===== src/rtl/vga_pkg.sv =====
// Shared 640x480@60 VGA timing constants and helpers for deriving
// totals and sync pulse bounds from the porch/visible parameters.
package vga_pkg;

  localparam int DEF_H_VISIBLE = 640;
  localparam int DEF_H_FRONT   = 16;
  localparam int DEF_H_SYNC    = 96;
  localparam int DEF_H_BACK    = 48;
  localparam int DEF_V_VISIBLE = 480;
  localparam int DEF_V_FRONT   = 10;
  localparam int DEF_V_SYNC    = 2;
  localparam int DEF_V_BACK    = 33;

  function automatic int line_total(int visible, int front, int sync, int back);
    return visible + front + sync + back;
  endfunction

  // Sync pulse is the half-open interval [pulse_start, pulse_end).
  function automatic int pulse_start(int visible, int front);
    return visible + front;
  endfunction

  function automatic int pulse_end(int visible, int front, int sync);
    return visible + front + sync;
  endfunction

  localparam int DEF_H_TOTAL      = line_total(DEF_H_VISIBLE, DEF_H_FRONT, DEF_H_SYNC, DEF_H_BACK);
  localparam int DEF_V_TOTAL      = line_total(DEF_V_VISIBLE, DEF_V_FRONT, DEF_V_SYNC, DEF_V_BACK);
  localparam int DEF_H_SYNC_START = pulse_start(DEF_H_VISIBLE, DEF_H_FRONT);
  localparam int DEF_H_SYNC_END   = pulse_end(DEF_H_VISIBLE, DEF_H_FRONT, DEF_H_SYNC);
  localparam int DEF_V_SYNC_START = pulse_start(DEF_V_VISIBLE, DEF_V_FRONT);
  localparam int DEF_V_SYNC_END   = pulse_end(DEF_V_VISIBLE, DEF_V_FRONT, DEF_V_SYNC);

  typedef struct packed {
    logic       hsync;
    logic       vsync;
    logic [2:0] rgb;
  } sync_stage_t;

  localparam sync_stage_t STAGE_IDLE = '{hsync: 1'b1, vsync: 1'b1, rgb: 3'b000};

endpackage


===== src/rtl/vga_sync_gen.sv =====
// VGA raster counters with a one-pixel registered stage producing
// active-low hsync/vsync and blanked colour for the DAC.
module vga_sync_gen
  import vga_pkg::*;
#(
  parameter int H_VISIBLE = DEF_H_VISIBLE,
  parameter int H_FRONT   = DEF_H_FRONT,
  parameter int H_SYNC    = DEF_H_SYNC,
  parameter int H_BACK    = DEF_H_BACK,
  parameter int V_VISIBLE = DEF_V_VISIBLE,
  parameter int V_FRONT   = DEF_V_FRONT,
  parameter int V_SYNC    = DEF_V_SYNC,
  parameter int V_BACK    = DEF_V_BACK
) (
  input  logic       clk,
  input  logic       reset,
  input  logic       pix_ce,
  input  logic [2:0] rgb_in,
  output logic [9:0] pixel_x,
  output logic [9:0] pixel_y,
  output logic       video_on,
  output logic       frame_start,
  output logic       hsync,
  output logic       vsync,
  output logic [2:0] rgb
);

  localparam int H_TOTAL = line_total(H_VISIBLE, H_FRONT, H_SYNC, H_BACK);
  localparam int V_TOTAL = line_total(V_VISIBLE, V_FRONT, V_SYNC, V_BACK);

  localparam logic [9:0] H_LAST   = 10'(H_TOTAL - 1);
  localparam logic [9:0] V_LAST   = 10'(V_TOTAL - 1);
  localparam logic [9:0] H_VIS    = 10'(H_VISIBLE);
  localparam logic [9:0] V_VIS    = 10'(V_VISIBLE);
  localparam logic [9:0] HS_START = 10'(pulse_start(H_VISIBLE, H_FRONT));
  localparam logic [9:0] HS_END   = 10'(pulse_end(H_VISIBLE, H_FRONT, H_SYNC));
  localparam logic [9:0] VS_START = 10'(pulse_start(V_VISIBLE, V_FRONT));
  localparam logic [9:0] VS_END   = 10'(pulse_end(V_VISIBLE, V_FRONT, V_SYNC));

  logic [9:0]  h_cnt;
  logic [9:0]  v_cnt;
  sync_stage_t stage_q;
  sync_stage_t stage_d;

  // NOTE: sequential state uses non-blocking assignments so every register
  // samples the pre-edge values of its neighbours, independent of block order.
  always_ff @(posedge clk or negedge reset) begin
    if (!reset) begin
      h_cnt <= '0;
      v_cnt <= '0;
    end else if (pix_ce) begin
      if (h_cnt == H_LAST) begin
        h_cnt <= '0;
        v_cnt <= (v_cnt == V_LAST) ? '0 : v_cnt + 10'd1;
      end else begin
        h_cnt <= h_cnt + 10'd1;
      end
    end
  end

  assign video_on = (h_cnt < H_VIS) && (v_cnt < V_VIS);

  // NOTE: every field gets a default before any conditional logic so this
  // block can never infer a latch.
  always_comb begin
    stage_d       = STAGE_IDLE;
    stage_d.hsync = !((h_cnt >= HS_START) && (h_cnt < HS_END));
    stage_d.vsync = !((v_cnt >= VS_START) && (v_cnt < VS_END));
    stage_d.rgb   = video_on ? rgb_in : 3'b000;
  end

  always_ff @(posedge clk or negedge reset) begin
    if (!reset) begin
      stage_q <= STAGE_IDLE;
    end else if (pix_ce) begin
      stage_q <= stage_d;
    end
  end

  // Gated by reset so the pulse is suppressed while the counters are forced to 0/0.
  assign frame_start = reset && pix_ce && (h_cnt == '0) && (v_cnt == '0);

  assign pixel_x = h_cnt;
  assign pixel_y = v_cnt;
  assign hsync   = stage_q.hsync;
  assign vsync   = stage_q.vsync;
  assign rgb     = stage_q.rgb;

endmodule


===== config.mk =====
export PLATFORM = sky130hd
export DESIGN_NAME = vga_sync_gen
export DESIGN_NICKNAME = d
export VERILOG_FILES = /design/src/rtl/vga_pkg.sv /design/src/rtl/vga_sync_gen.sv
export SDC_FILE = /design/constraint.sdc
export NUM_CORES = 1
export LEC_CHECK = 0
export CORE_ASPECT_RATIO = 1.1
export CORE_MARGIN = 10
export CORE_UTILIZATION = 61
export DETAILED_ROUTE_END_ITERATION = 7
export DONT_BUFFER_PORTS = 1
export HOLD_SLACK_MARGIN = 0.15
export PLACE_DENSITY = 0.8
export SLEW_MARGIN = 20
export SYNTH_ARGS = -nofsm -noshare
export SYNTH_HDL_FRONTEND = slang
export SYNTH_SLANG_ARGS = --single-unit

===== constraint.sdc =====
create_clock -name clk -period 2.5 [get_ports clk]
set_input_delay 0.625 -clock clk [delete_from_list [all_inputs] [get_ports clk]]
set_output_delay 0.625 -clock clk [all_outputs]
set_load 0.01 [all_outputs]

Figure 1. Signal wires on met2 (run 1).
The bar under the picture is 20 µm long.
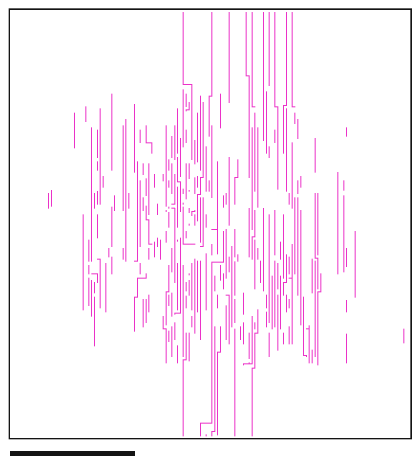
main direction	vertical
share of all routed wire	51%
longest straight run	25.8 µm
met2 Use GR: 0.260
final WL: 3000 µm
total number of vias: 1049

Figure 2. Wires at chosen ports, followed through buffers (run 1).
The bar under the picture is 20 µm long.
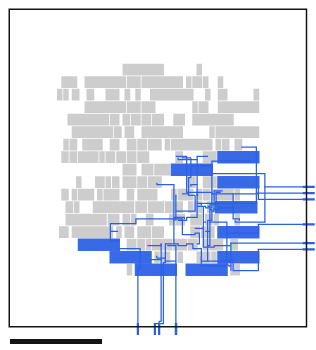
color	port	bits	direction	edge	end cells	buffers	wire
blue	`pixel_x`	10	output	6 east, 4 south	10	0	508 µm
I/O pin total: 33
Buffers on Ports: 0

Figure 3. Cell placement (run 1).
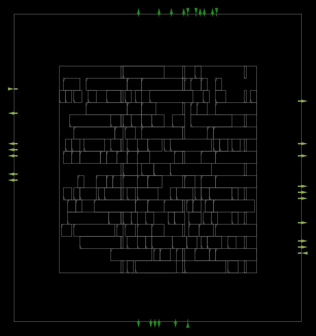
non-filler cells, final: 170
post-layout util: 0.678
num rows: 17

Figure 4. Where the registers sit (run 1).
Other sequential cells in the stronger gray, the rest of the logic in the fainter gray.
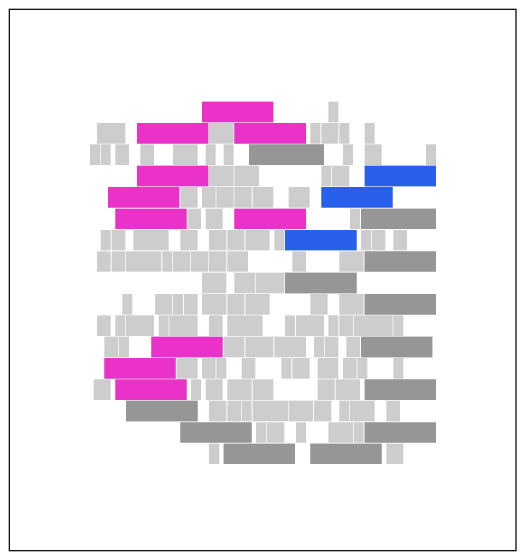
color	netlist name	flops
magenta	`pixel_y`	10
blue	`rgb`	3
fraction of area in registers: 0.453
FF+latch area: 628 µm²
Seq. pwr: 539 µW

==> results.json, run 1 <==
{
  "status": "completed",
  "dieHeight_um": 68.7,
  "comb_power_share": 0.141,
  "syn_area_um2": 1320,
  "worstSetupEndpoint": "frame_start",
  "chipArea_um2": 4420,
  "place_area_um2": 1350,
  "yosysUniqueCellTypes": 33,
  "fillers": 172,
  "area_growth_pct": 5.13,
  "setup_tns_ns": 0,
  "synth-simple-area-share": 0.271,
  "grt_antenna_before_repair": 0,
  "drc": 0,
  "yosys_most_used_dff": "dfrtp_1",
  "coreArea_um2": 2040,
  "p_seq_frac": 0.648,
  "period_used_share": 0.939,
  "fp_util": 0.645,
  "netlist.area_leader.share": 0.437,
  "routed_via_density": 6.17,
  "ant_nets": 0,
  "maxCapViolations": 0,
  "pg_clk_uw": 175,
  "hold_buffers": 1,
  "drtIter0Drc": 51,
  "dr.pass1.iters": 4,
  "ys_area_um2": 1320,
  "postCtsSetupBuffers": 0,
  "slew_headroom": 0.645,
  "r2r_end": "pixel_y[3]",
  "drive_gt1_frac": 0.0845,
  "slowest_delay_ns": 0.51,
  "syn_area_per_cell_um2": 9.48,
  "worstReg2RegStart": "pixel_x[7]",
  "cp-start-kind": "flop",
  "end_kind": "output pin",
  "p_comb_uw": 117,
  "h-tree-depth": 1,
  "p_switching_uw": 271,
  "hp-class": "input port to asynchronous set/reset pin",
  "numSynthFlops": 25,
  "syn_inst": 139,
  "clk_latency_ns": 0.31
}
-- run 1: metal layers --
metal  vias to the layer above  track usage  wire length [µm]
met2                        37        0.260              1530
met5                         -            0                 0
met4                         0       0.0615                44
li1                        500            -                 -
met3                         6       0.0515               249
met1                       506        0.156              1180
-- run 1: cell usage after synthesis (all sizes together), types with 3 or more instances --
cell and number:
nor2 6, dfrtp 23, or3 3, nand2 17, ha 4, and3 7
inv 13, nand4 8, mux2i 4, nor3 7, o21ai 6, nand3 7
o22ai 4, xnor2 7
-- run 1: cell type report --
cell class	count	area, µm²	share of cell area
multi-input combinational	98	633	0.457
sequential	25	628	0.453
inverter	13	48.8	0.0352
tap	28	35.0	0.0253
clock buffer	3	22.5	0.0163
timing repair buffer	2	12.5	0.00903
clock inverter	1	5.00	0.00361
-- run 1: sequential cells by signal (all words and copies together) (netlist names) --
register,flops
hsync,1
pixel_x,10
pixel_y,10
rgb,3
vsync,1
-- run 1: placed cells by master, fill, tap and decap left out, drive strengths merged --
master	instances
or3	3
a31oi	2
dfstp	2
clkbuf	3
and3	7
inv	13
nand4b	1
nor2	6
mux2i	4
nor4b	2
ha	4
a41oi	1
xnor2	7
or4b	1
o22ai	4
buf	2
nand3b	2
o311ai	1
nand3	7
nor3b	1
xor2	2
dfrtp	23
nand2	17
o21ai	6
nor3	7
clkinv	1
a21o	1
and4	1
nor4	1
a21oi	2
nand4	8
-- run 1: per-stage QoR --
stage / worst slack, ns / total power [mW] / cells
floorplan: 0.636 / 0.617 / 139
global placement: 0.457 / 0.643 / 165
detailed placement: 0.434 / 0.661 / 165
CTS: 0.0413 / 0.842 / 170
global route: 0.0331 / 0.883 / 170
finish: 0.153 / 0.832 / 170
Figure 5. Routed metal, one color a layer (run 1).
Two of the layers only.
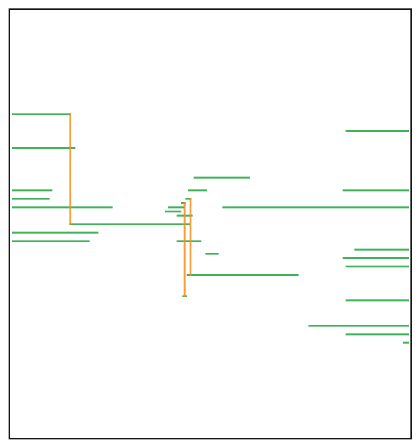

--- run 2 (diff from run 1) ---
--- a/config.mk
+++ b/config.mk
@@ -5,9 +5,11 @@
 export SDC_FILE = /design/constraint.sdc
 export NUM_CORES = 1
 export LEC_CHECK = 0
+export CELL_PAD_IN_SITES_DETAIL_PLACEMENT = 1
+export CELL_PAD_IN_SITES_GLOBAL_PLACEMENT = 1
 export CORE_ASPECT_RATIO = 1.1
 export CORE_MARGIN = 10
-export CORE_UTILIZATION = 61
+export CORE_UTILIZATION = 46
 export DETAILED_ROUTE_END_ITERATION = 7
 export DONT_BUFFER_PORTS = 1
 export HOLD_SLACK_MARGIN = 0.15
Figure 6. Routed metal, one color a layer (run 2).
Two of the layers only.
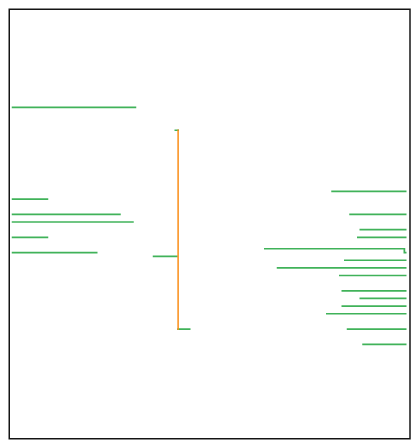
color	layer	wire length
orange	met4	35.4 µm
green	met3	269 µm
Total GRT Usage: 0.117
final WL: 3290 µm
Avg WL per Cell: 18.6 µm

==> results.json, run 2 <==
{
  "syn_area_per_cell_um2": 9.48,
  "setup_tns_ns": 0,
  "ys_area_um2": 1320,
  "period_used_share": 0.930,
  "fillers": 330,
  "placementRows": 20,
  "wl_met3_um": 269,
  "top_cell": "dfrtp_1",
  "m1WireLength_um": 1400,
  "gr-usage-met1": 0.148,
  "dr.pass1.iters": 4,
  "status": "completed",
  "end_kind": "output pin",
  "grt_antenna_before_repair": 0,
  "yosys_most_used_dff": "dfrtp_1",
  "worstSetupEndpoint": "frame_start",
  "lay_top_count": "dfrtp_1",
  "ant_nets": 0,
  "postCtsSetupBuffers": 0,
  "use_met2": 0.178,
  "hp-class": "input port to flop",
  "p_total_uw": 861,
  "io_buffer_count": 0,
  "h-tree-depth": 1,
  "drtIter0Drc": 53,
  "yosysUniqueCellTypes": 33,
  "lay_top_cells": "dfrtp_1, nand2_1, inv_1",
  "clk_latency_ns": 0.33,
  "drive_gt1_frac": 0.0833,
  "ys_top_cells_by_count": "dfrtp_1, nand2_1, inv_1",
  "met3_usage": 0.0417,
  "dieHeight_um": 76.1,
  "netlist.area_leader.share": 0.437,
  "slew_headroom": 0.753,
  "worstReg2RegStart": "pixel_x[4]",
  "area_growth_pct": 7.98,
  "r2r_end": "pixel_y[3]",
  "place_area_um2": 1360,
  "grt.busiest_layer": "met2",
  "routed_via_density": 5.83,
  "numSynthFlops": 25,
  "ioPinCount": 33
}
run 2: worst min-delay path by stage:
stage / from / end / cells past startpoint
6_report: pix_ce / hsync / 1
5_1_grt: pix_ce / hsync / 1
4_1_cts: pix_ce / hsync / 1
3_5_place_dp: reset / rgb[0] / 0
3_3_place_gp: reset / rgb[0] / 0
2_1_floorplan: reset / pixel_x[0] / 0
run 2: cell families (layout without fill, tap and decap cells):
family / after synthesis / count (layout) / share of synthesized area
AND-OR/OR-AND: 17 / 17 / 0.0779
XOR/XNOR: 9 / 9 / 0.0598
adder cells (fa/ha/maj): 4 / 4 / 0.0380
buffers and inverters: 16 / 21 / 0.0465
flip-flops: 25 / 25 / 0.477
multiplexers: 4 / 4 / 0.0304
AND/OR/NAND/NOR: 64 / 64 / 0.271
run 2: what timing repair did:
action	4_1_cts	5_1_grt
hold buffers	2	0
hold endpoints to repair	25	0
resized	0	1
setup endpoints to repair	0	1
run 2: power by group:
| group | leakage (nW) | switching (mW) | internal, mW |
|---|---|---|---|
| clock | 0.0150 | 0.122 | 0.0627 |
| combinational | 0.342 | 0.0810 | 0.0698 |
| sequential | 0.296 | 0.0799 | 0.445 |
run 2: metrics by stage:
| stage | hold WS (ns) | std cells |
|---|---|---|
| 3_5_place_dp | 0.330 | 171 |
| 2_1_floorplan | 0.329 | 139 |
| 4_1_cts | 0.309 | 177 |
| 6_report | 0.328 | 177 |
| 3_3_place_gp | 0.330 | 171 |
| 5_1_grt | 0.300 | 177 |
run 2: layout make-up:
class | instances | area [µm²] | share of cell area
inverters | 13 | 48.8 | 0.0343
multi-input cells | 98 | 633 | 0.445
repair buffers | 4 | 45.0 | 0.0317
clock buffers | 4 | 26.3 | 0.0185
flip-flops and latches | 25 | 628 | 0.442
well taps | 33 | 41.3 | 0.0290
Power is estimated from default activity; no workload was simulated.
